Figure 1. Clock wires, drivers and flops (run 1).
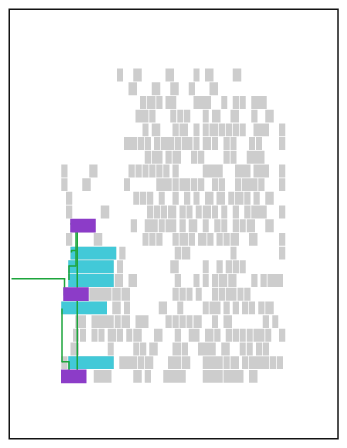
Figure 2. Routed metal, one color a layer (run 1).
The bar under the picture is 20 um long.
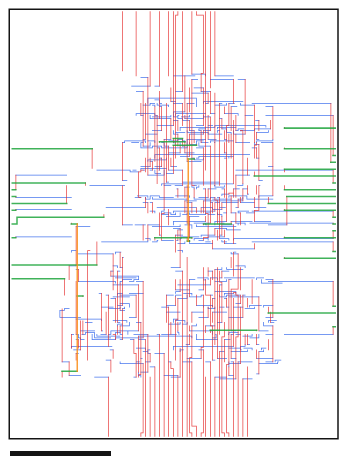
Figure 3. Nets reached from selected ports (run 1).
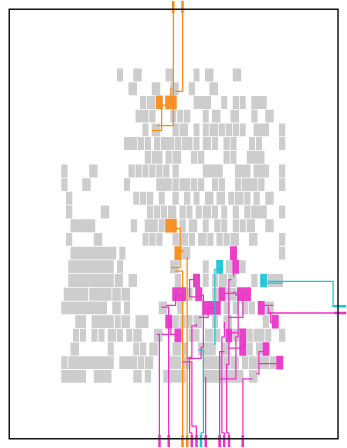
Figure 4. Placed standard cells (run 1).
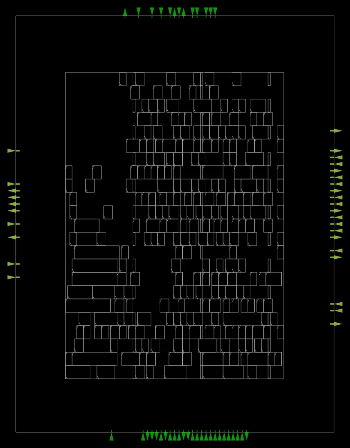
--- src/rtl/fwd_pkg.sv ---
// Shared definitions for the forwarding / load-use hazard unit.
// Holds forwarding select encodings, the hazard FSM state type and
// the width of the stall-length down-counter.
package fwd_pkg;

  // Operand source selects driven to the EX-stage operand muxes
  localparam logic [1:0] FWD_RF    = 2'b00;
  localparam logic [1:0] FWD_MEMWB = 2'b01;
  localparam logic [1:0] FWD_EXMEM = 2'b10;

  // Stall-length down-counter width; bounds LOAD_LAT to 1..15
  localparam int unsigned LAT_CNT_W = 4;

  // Load-use hazard FSM states
  typedef enum logic [0:0] {
    ST_IDLE  = 1'b0,
    ST_STALL = 1'b1
  } fwd_state_e;

endpackage

--- src/rtl/fwd_sel_lane.sv ---
// Single-operand forwarding select.
// Picks EX/MEM over MEM/WB over the register file; register 0 never forwards.
module fwd_sel_lane
  import fwd_pkg::*;
#(
  parameter int unsigned REG_AW = 5
) (
  input  logic [REG_AW-1:0] src,
  input  logic              src_used,
  input  logic [REG_AW-1:0] exmem_rd,
  input  logic              exmem_reg_write,
  input  logic [REG_AW-1:0] memwb_rd,
  input  logic              memwb_reg_write,
  output logic [1:0]        sel
);

  logic exmem_hit;
  logic memwb_hit;

  // Match each older producer against this operand, then resolve priority
  always_comb begin
    exmem_hit = src_used && exmem_reg_write && (exmem_rd != '0) && (exmem_rd == src);
    memwb_hit = src_used && memwb_reg_write && (memwb_rd != '0) && (memwb_rd == src);
    sel       = FWD_RF;
    if (exmem_hit) begin
      sel = FWD_EXMEM;
    end else if (memwb_hit) begin
      sel = FWD_MEMWB;
    end
  end

endmodule

--- src/rtl/fwd_hazard_unit.sv ---
// Forwarding and load-use hazard unit.
// Drives per-operand forwarding selects for NUM_SRC EX-stage operands and
// stalls IF/ID + PC (bubbling ID/EX) for LOAD_LAT cycles on a load-use hazard.
// Optional stall performance counter enabled by macro FWD_STALL_CNT_EN.
module fwd_hazard_unit
  import fwd_pkg::*;
#(
  parameter int unsigned NUM_SRC  = 2,
  parameter int unsigned REG_AW   = 5,
  parameter int unsigned LOAD_LAT = 1,
  parameter int unsigned CNT_W    = 16
) (
  input  logic                      clk,
  input  logic                      rst,
  input  logic [NUM_SRC*REG_AW-1:0] idex_src,
  input  logic [NUM_SRC-1:0]        idex_src_used,
  input  logic [NUM_SRC*REG_AW-1:0] ifid_src,
  input  logic [NUM_SRC-1:0]        ifid_src_used,
  input  logic [REG_AW-1:0]         idex_rd,
  input  logic                      idex_mem_read,
  input  logic [REG_AW-1:0]         exmem_rd,
  input  logic                      exmem_reg_write,
  input  logic [REG_AW-1:0]         memwb_rd,
  input  logic                      memwb_reg_write,
  input  logic                      flush,
  output logic [2*NUM_SRC-1:0]      fwd_sel,
  output logic                      pc_write,
  output logic                      ifid_write,
  output logic                      idex_bubble,
  output logic [CNT_W-1:0]          stall_cnt
);

  // Remaining-cycles value loaded on hazard entry: the IDLE cycle that
  // detects the hazard is itself the first stall cycle.
  localparam logic [LAT_CNT_W-1:0] STALL_INIT =
    (LOAD_LAT > 1) ? LAT_CNT_W'(LOAD_LAT - 2) : '0;

  fwd_state_e           state_q, state_d;
  logic [LAT_CNT_W-1:0] lat_cnt_q, lat_cnt_d;
  logic                 src_hit;
  logic                 load_use;

  // One forwarding select lane per EX-stage source operand
  for (genvar i = 0; i < NUM_SRC; i++) begin : g_lane
    fwd_sel_lane #(
      .REG_AW (REG_AW)
    ) u_lane (
      .src             (idex_src[i*REG_AW +: REG_AW]),
      .src_used        (idex_src_used[i]),
      .exmem_rd        (exmem_rd),
      .exmem_reg_write (exmem_reg_write),
      .memwb_rd        (memwb_rd),
      .memwb_reg_write (memwb_reg_write),
      .sel             (fwd_sel[2*i +: 2])
    );
  end

  // Detect an ID-stage operand that needs the result of a load now in EX
  always_comb begin
    src_hit = 1'b0;
    for (int unsigned j = 0; j < NUM_SRC; j++) begin
      if (ifid_src_used[j] && (ifid_src[j*REG_AW +: REG_AW] == idex_rd)) begin
        src_hit = 1'b1;
      end
    end
    load_use = idex_mem_read && (idex_rd != '0) && src_hit;
  end

  // Hazard FSM next-state and stall outputs; flush overrides everything
  always_comb begin
    state_d     = state_q;
    lat_cnt_d   = lat_cnt_q;
    pc_write    = 1'b1;
    ifid_write  = 1'b1;
    idex_bubble = 1'b0;
    if (flush) begin
      state_d     = ST_IDLE;
      lat_cnt_d   = '0;
      idex_bubble = 1'b1;
    end else begin
      unique case (state_q)
        ST_IDLE: begin
          if (load_use) begin
            pc_write    = 1'b0;
            ifid_write  = 1'b0;
            idex_bubble = 1'b1;
            if (LOAD_LAT > 1) begin
              state_d   = ST_STALL;
              lat_cnt_d = STALL_INIT;
            end
          end
        end
        ST_STALL: begin
          pc_write    = 1'b0;
          ifid_write  = 1'b0;
          idex_bubble = 1'b1;
          if (lat_cnt_q == '0) begin
            state_d = ST_IDLE;
          end else begin
            lat_cnt_d = lat_cnt_q - 1'b1;
          end
        end
        default: begin
          state_d   = ST_IDLE;
          lat_cnt_d = '0;
        end
      endcase
    end
  end

  // Hazard FSM state and stall-length counter registers
  always_ff @(posedge clk or negedge rst) begin
    if (!rst) begin
      state_q   <= ST_IDLE;
      lat_cnt_q <= '0;
    end else begin
      state_q   <= state_d;
      lat_cnt_q <= lat_cnt_d;
    end
  end

`ifdef FWD_STALL_CNT_EN
  logic [CNT_W-1:0] stall_cnt_q, stall_cnt_d;

  // Count stalled cycles, saturating at all-ones
  always_comb begin
    stall_cnt_d = stall_cnt_q;
    if (!pc_write && (stall_cnt_q != '1)) begin
      stall_cnt_d = stall_cnt_q + CNT_W'(1);
    end
  end

  // Stall counter register, cleared only by reset
  always_ff @(posedge clk or negedge rst) begin
    if (!rst) begin
      stall_cnt_q <= '0;
    end else begin
      stall_cnt_q <= stall_cnt_d;
    end
  end

  assign stall_cnt = stall_cnt_q;
`else
  assign stall_cnt = '0;
`endif

endmodule

--- config.mk ---
export PLATFORM = sky130hd
export DESIGN_NAME = fwd_hazard_unit
export DESIGN_NICKNAME = d
export VERILOG_FILES = /design/src/rtl/fwd_pkg.sv /design/src/rtl/fwd_sel_lane.sv /design/src/rtl/fwd_hazard_unit.sv
export SDC_FILE = /design/constraint.sdc
export NUM_CORES = 1
export LEC_CHECK = 0
export ABC_AREA = 1
export ABC_CLOCK_PERIOD_IN_PS = 1800
export CORE_AREA = 10 10 55 75
export CTS_CLUSTER_SIZE = 20
export DETAILED_ROUTE_END_ITERATION = 6
export DIE_AREA = 0 0 65 85
export PLACE_DENSITY = 0.84
export SYNTH_ARGS = -nofsm -noshare
export SYNTH_HDL_FRONTEND = slang
export SYNTH_HIERARCHICAL = 1
export SYNTH_SLANG_ARGS = --single-unit
export TNS_END_PERCENT = 100
--- constraint.sdc ---
create_clock -name clk -period 1.8 [get_ports clk]
set_input_delay 0.45 -clock clk [delete_from_list [all_inputs] [get_ports clk]]
set_output_delay 0.45 -clock clk [all_outputs]
set_load 0.01 [all_outputs]
==> results.yml, run 1 <==
# yosys + openroad results
placement:
  finalWeightedCongestion: 0.906
  detailedPlace.worstSlack_ns: -0.763
  placed_cells: 308
  dp_hpwl_um: 2950
final_layout:
  lay_top_count: "nand2_1"
  multi_input_comb_area_um2: 709
  final.clkbuf_count: 4
  drive_gt1_share_pct: 28.4
  fraction_of_standard_cell_area_in_multi_input_logic_pct: 48.1
  layout.area.seq_um2: 125
  buf_share_pct: 25.0
  most-common-layout-cells: "nand2_1, inv_1, nor2_1, clkbuf_2, conb_1"
  final_cell_count_no_fill: 312
  clock_tree_cell_share_of_total_cell_area_pct: 3.06
global_routing:
  initial_antenna_violation_count: 0
  globalRouteOverflowTotal: 0
  via_count_of_the_first_global_routing_pass: 1316
  grt_start_max_net_pins: 7
clocking:
  level_count_of_the_clock_h_tree: 1
  cts_hold_repair.buffers: 0
  cts_post_setup_buffers_inserted: 0
  clockBufferDepth: 2
  cts-buffers-inserted: 3
  tritoncts: "built"
final_timing:
  finalCriticalPeriod_ns: 1.71
  hold_viol_final: 0
  timing_max_transition_violations_final: 0
  fin_setup_tns_ns: 0
yosys:
  ys_warn_count: 6
  synth-edff-count: 0
  synth-main-ff-cell: "dfrtp_1"
  flip_flop_and_latch_count_after_synthesis: 5
  ys_seq_share_pct: 11.7
  synth_area_per_cell_um2: 4.88
  synth_cell_type_count: 16
  synthMuxAreaShare_pct: 0
  post-synth-top-area-cell: "nand2_1"
  ys_async_sr_fraction_pct: 100
  yosys-top-cells-area: "nand2_1, inv_1, buf_4"
  yosys.area_share.aoi_pct: 6.20
  synth_cells: 219
  yosys-stat-cells: 219
critical_path:
  slowest_delay_ns: 0.23
  worst_setup_path_end_kind: "output port"
  cpMaxStageDelayCell: "dlygate4sd2_1"
  worst_setup_path_start_kind: "primary input"
  critical_path_at_ns: 1.26
  path_delay_family: "buffers and inverters"
  critical_path_peak_fanout: 2
  reg2reg_slack_ns: 0.62
power_and_ir_drop:
  power_switching_share_pct: 33.5
  p_sw_uw: 184
  power.combinational.fraction_pct: 42.5
  power.internal_uw: 366
  p_leak_uw: 0.000990
  sequential_power_share_pct: 20.5
  power_per_cell_area_nw_per_um2: 374
  clkPwrFrac_pct: 36.9
route:
  count_of_tritonroute_iterations_in_the_first_routing_pass: 4
  postRouteWirelength_um: 3350
  drt_drc_violations_left: 0
  viasPerCell: 4.29
floorplanning:
  fp_util_pct: 38.3
  floorplan.die_area_um2: 5530
job:
  max-cap-violations: 0
run_status:
  outcome: "finished clean"
-- Figure 1 (at the start) --
legend:
  purple:
    item: clock drivers
    count: 3
  green:
    item: clock wires
    length: 82.5 um
  cyan:
    item: flip-flops
    count: 5
routed clock nets: 4
Late-Pin Clk Latency: 0.22 ns
Layout Skew: 0.000732 ns

-- Figure 2 (at the start) --
legend:
  orange:
    layer: metal 4
    wire_length: 45.6 um
  blue:
    layer: metal 1
    wire_length: 1220 um
  red:
    layer: metal 2
    wire_length: 1830 um
  green:
    layer: metal 3
    wire_length: 258 um
Global Route Usage Sum: 11.6%
overall via count from detail_route: 1340

-- Figure 3 (at the start) --
legend:
  cyan:
    port: `ifid_src_used`
    bits: 2
    direction: input
    end_cells: 2
    buffers: 2
    wire: 58.3 um
  orange:
    port: `fwd_sel`
    bits: 4
    direction: output
    end_cells: 4
    buffers: 4
    wire: 139 um
  magenta:
    port: `ifid_src`
    bits: 10
    direction: input
    end_cells: 20
    buffers: 10
    wire: 303 um
Port Buffers: 51
ports placed on the boundary: 68

-- Figure 4 (at the start) --
Seq/total area: 8.49%
number of sequential cells: 5

==> run 1: final timing paths <==
check	startpoint	end	cells after the start
hold reg to reg	lat_cnt_q[3]	lat_cnt_q[3]	1
min in group clk	lat_cnt_q[3]	lat_cnt_q[3]	1
setup reg to reg	lat_cnt_q[0]	lat_cnt_q[3]	7
max in group asynchronous	rst	lat_cnt_q[2]	1
setup / recovery	idex_src_used[1]	fwd_sel[2]	7
hold / removal	rst	lat_cnt_q[0]	1
==> run 1: sequential cells by signal, summed over array words and instances (netlist names) <==
name,count
lat_cnt_q,4
state_q,1
==> run 1: power groups by stage <==
stage               clock (uW)  sequential, uW  combinational (uW)
finish                     203             113                 234
global route               224             113                 268
CTS                        211             113                 233
detailed placement           0             114                 260
global placement             0             114                 257
floorplan                    0             114                 138
==> run 1: metrics by stage <==
| step | utilization, % | instance area, um2 | hold slack (ns) | total power (uW) |
|---|---|---|---|---|
| 2_1_floorplan | - | 1130 | 0.154 | 253 |
| 3_3_place_gp | 56.5 | 1580 | 0.449 | 372 |
| 3_5_place_dp | 56.5 | 1580 | 0.457 | 375 |
| 4_1_cts | 55.4 | 1550 | 0.450 | 557 |
| 5_1_grt | 52.8 | 1470 | 0.450 | 604 |
| 6_report | 52.8 | 1470 | 0.446 | 551 |
==> run 1: cell families (layout without fill, tap and decap cells) <==
| group | count (synthesis) | count (layout) |
|---|---|---|
| flops | 5 | 5 |
| compound gates | 13 | 13 |
| simple gates | 131 | 131 |
| buf+inv | 67 | 108 |
| other cells | 1 | 16 |
| fa+ha+maj | 2 | 2 |
==> run 1: metal layers <==
metal	wire length (um)	global-route usage, %	share of wire, %	vias up
met5	0	0	0	-
met4	45	3.52	1.3	0
met3	258	3.42	7.7	5
met2	1830	23.5	54	48
met1	1220	10.5	36	559
li1	-	-	-	728
==> run 2: changes to the inputs <==
--- a/config.mk
+++ b/config.mk
@@ -12,6 +12,7 @@
 export DETAILED_ROUTE_END_ITERATION = 6
 export DIE_AREA = 0 0 65 85
 export PLACE_DENSITY = 0.84
+export SLEW_MARGIN = 20
 export SYNTH_ARGS = -nofsm -noshare
 export SYNTH_HDL_FRONTEND = slang
 export SYNTH_HIERARCHICAL = 1
Figure 5. Clock wires, drivers and flops (run 2).
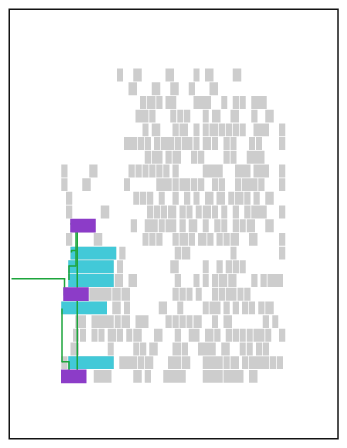
part of the total power dissipated in the clock network: 36.9%
Clock net power: 203 uW

Figure 6. I/O pins on the die edge (run 2).
Pins as bars across the die edge, other pins in gray.
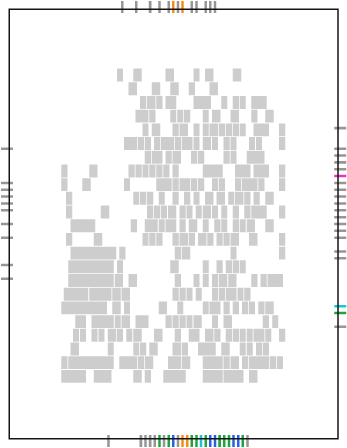
legend:
  green:
    port: `ifid_src`
    pins: 10
    direction: input
    edge: 9 bottom, 1 right
  magenta:
    port: `exmem_reg_write`
    pins: 1
    direction: input
    edge: right
  cyan:
    port: `ifid_src_used`
    pins: 2
    direction: input
    edge: 1 right, 1 bottom
  orange:
    port: `fwd_sel`
    pins: 4
    direction: output
    edge: 2 bottom, 2 top
  blue:
    port: `idex_rd`
    pins: 5
    direction: input
    edge: bottom
all pins by edge: 25 bottom, 20 right, 13 top, 10 left
DIE WIDTH: 65 um
Die Y: 85 um

==> run 2 against run 1 <==
Sequential power hardly changed. Non-clock buffer count stayed put. Count of clock-buffer cells in the layout is the same. Utilization stayed put. Fmax is the same. First-iteration DRC count stayed put. Setup slack unchanged. Wire length unchanged. Critical endpoint unchanged. Largest cell class unchanged. Highest routed layer unchanged.
==> results.yml, run 2 <==
# yosys + openroad results
yosys:
  synth-edff-count: 0
  ys_seq_share_pct: 11.7
  ys_warn_count: 6
  ys_async_sr_fraction_pct: 100
  synth_cells: 219
  flip_flop_and_latch_count_after_synthesis: 5
  synthMostInstantiatedCell: "nand2_1"
  post_synthesis_cell_area_um2: 1070
  yosys-top-cells-area: "nand2_1, inv_1, buf_4"
  post-synth-top-area-cell: "nand2_1"
  synth_area_per_cell_um2: 4.88
  yosys-stat-cells: 219
  yosysTopAreaCellShare_pct: 28.8
  area_reported_by_yosys_stat_um2: 1070
  synth_cell_type_count: 16
  synth-main-ff-cell: "dfrtp_1"
  synth_top_cells_by_count: "nand2_1, inv_1, nor2_1"
critical_path:
  worstReg2RegStart: "lat_cnt_q[0]"
  worst-setup-path-type: "primary input to output port"
  worst-path-buf-inv: 2
  critical_path_at_ns: 1.26
  timing.reg2reg.worst_path_depth: 7
  critical_path_required_ns: 1.35
  slowest_delay_ns: 0.23
  cpMaxStageDelayCell: "dlygate4sd2_1"
  timing.critical_path.cells: "dlygate4sd2_1 > nand2_1 > a21oi_2 > nand3_1 > nor2_2 > nor2_1 > buf_2"
  critical_path_peak_fanout: 2
  worst_setup_path_end_kind: "output port"
  worst_setup_path_start_kind: "primary input"
  rr_endpoint: "lat_cnt_q[3]"
  path_length_in_cells_of_the_critical_path: 7
  reg2reg_slack_ns: 0.62
  path_delay_family: "buffers and inverters"
  cp-startpoint: "idex_src_used[1]"
clocking:
  cts_post_setup_buffers_inserted: 0
  cts_hold_repair.buffers: 0
  ctsRootBufferMaster: "clkbuf_8"
  level_count_of_the_clock_h_tree: 1
  cts-buffers-inserted: 3
  tritoncts: "built"
  worstSkewPairLatency_ns: 0.22
  clockBufferDepth: 2
  path_clk_slew_ns: 0.03
  cts_num_sinks: 5
route:
  routed_wire_length_per_instance_um: 10.7
  met2RoutedLength_um: 1830
  detail_route.wirelength.met1_um: 1220
  postRouteWirelength_um: 3350
  drtIter0Drc: 61
  top_layer: "met4"
  count_of_tritonroute_iterations_in_the_first_routing_pass: 4
  final_antenna_violating_net_count: 0
  route.met3.wl_um: 258
  viasPerCell: 4.29
  drt_drc_violations_left: 0
  num_vias: 1340
final_layout:
  utilization_pct: 52.8
  areaGrowthSynthToFinish_pct: 37.8
  largest_register_ff_count: 4
  most-common-layout-cells: "nand2_1, inv_1, nor2_1, clkbuf_2, conb_1"
  antenna_cells_inserted: 0
  layout.area.seq_um2: 125
  lay_top_count: "nand2_1"
  drive_gt1_share_pct: 28.4
  finish.net_count: 323
  largest_registers: "lat_cnt_q x4, state_q x1"
  multi_input_comb_area_um2: 709
  largest_register: "lat_cnt_q"
placement:
  finalWeightedCongestion: 0.906
  detailedPlace.worstSlack_ns: -0.763
  dp_hpwl_um: 2950
  place.port_buffers: 51
floorplanning:
  fp_util_pct: 38.3
  floorplan.die_area_um2: 5530
  num_io_pins: 68
final_timing:
  fmax_mhz: 585
  finalCriticalPeriod_ns: 1.71
  fin_setup_tns_ns: 0
  post-route-period-util_pct: 95.0
  timing.clock.skew_ns: 0.000732
  hold_viol_final: 0
  report.final.setup_viol: 0
  timing_max_transition_violations_final: 0
  post-route-worst-setup-slack_ns: 0.0901
power_and_ir_drop:
  ir_worst_vdd_mv: 0.535
  p_leak_uw: 0.000990
  power.total_uw: 551
  power_per_cell_area_nw_per_um2: 374
global_routing:
  grt_first_pass_wirelength_um: 5380
  grt_start_max_net_pins: 7
  via_count_of_the_first_global_routing_pass: 1316
  globalRouteOverflowTotal: 0
  globalRouteTotalUtil_pct: 11.6
  initial_antenna_violation_count: 0
job:
  max-cap-violations: 0
  warning_count: 27
run_status:
  outcome: "finished clean"
min_path:
  min_path_type: "primary input to async pin"
Figure 7. Placed standard cells (run 2).
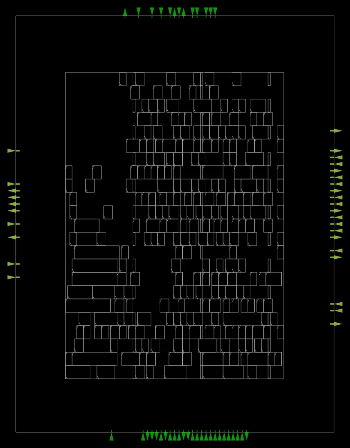
fillcell total: 316
# Taps: 37
standard cell core area: 2790 um2
filler-free cell count of the finished design: 312
number of cell rows: 23

## run 2: cell counts in the layout (fill, tap and decap cells not counted)
Identical to the previous run, type by type.
## run 2: through the flow
| stage | instances | cell area [um2] | hold slack, ns |
|---|---|---|---|
| final | 312 | 1470 | 0.446 |
| after global routing | 312 | 1470 | 0.450 |
| after CTS | 312 | 1550 | 0.450 |
| after detailed placement | 308 | 1580 | 0.457 |
| after global placement | 308 | 1580 | 0.449 |
| after floorplan | 234 | 1130 | 0.154 |
## run 2: worst max path at each step
stage | slack, ns | end
final | 0.09 | fwd_sel[2]
after global routing | -0.009 | ifid_write
after CTS | 0.001 | pc_write
after detailed placement | -0.76 | fwd_sel[2]
after global placement | -0.74 | fwd_sel[1]
after floorplan | 0.20 | pc_write
## run 2: final cells by class
| type | instances | share of cell area, % |
|---|---|---|
| Tap cell | 37 | 3.14 |
| Clock buffer | 4 | 3.06 |
| Sequential cell | 5 | 8.49 |
| Inverter | 48 | 12.2 |
| Timing Repair Buffer | 56 | 25.0 |
| Multi-Input combinational cell | 162 | 48.1 |
## run 2: routing by layer
metal | vias to the layer above | global-route usage (%)
met2 | 48 | 23.5
met5 | - | 0
met4 | 0 | 3.52
met3 | 5 | 3.42
li1 | 728 | -
met1 | 559 | 10.5
## run 2: cells by family after synthesis
family                     after synthesis  synth area share [%]
and+or+nand+nor                        131                  49.2
DFF                                      5                  11.7
AOI/OAI and AO/OA                       13                  6.20
other                                    1                 0.351
buffers and inverters                   67                  30.2
adders and majority gates                2                  2.34
## run 2: report_power, final
group	switching (uW)	internal, uW	total, uW
registers	0	113	113
logic	133	101	234
clock network	51.6	152	203
## run 2: repair_timing
action	4_1_cts	5_1_grt
setup endpoints to repair	7	7
resized	125	57
pin swaps	29	32
Power and IR drop assume default switching activity.
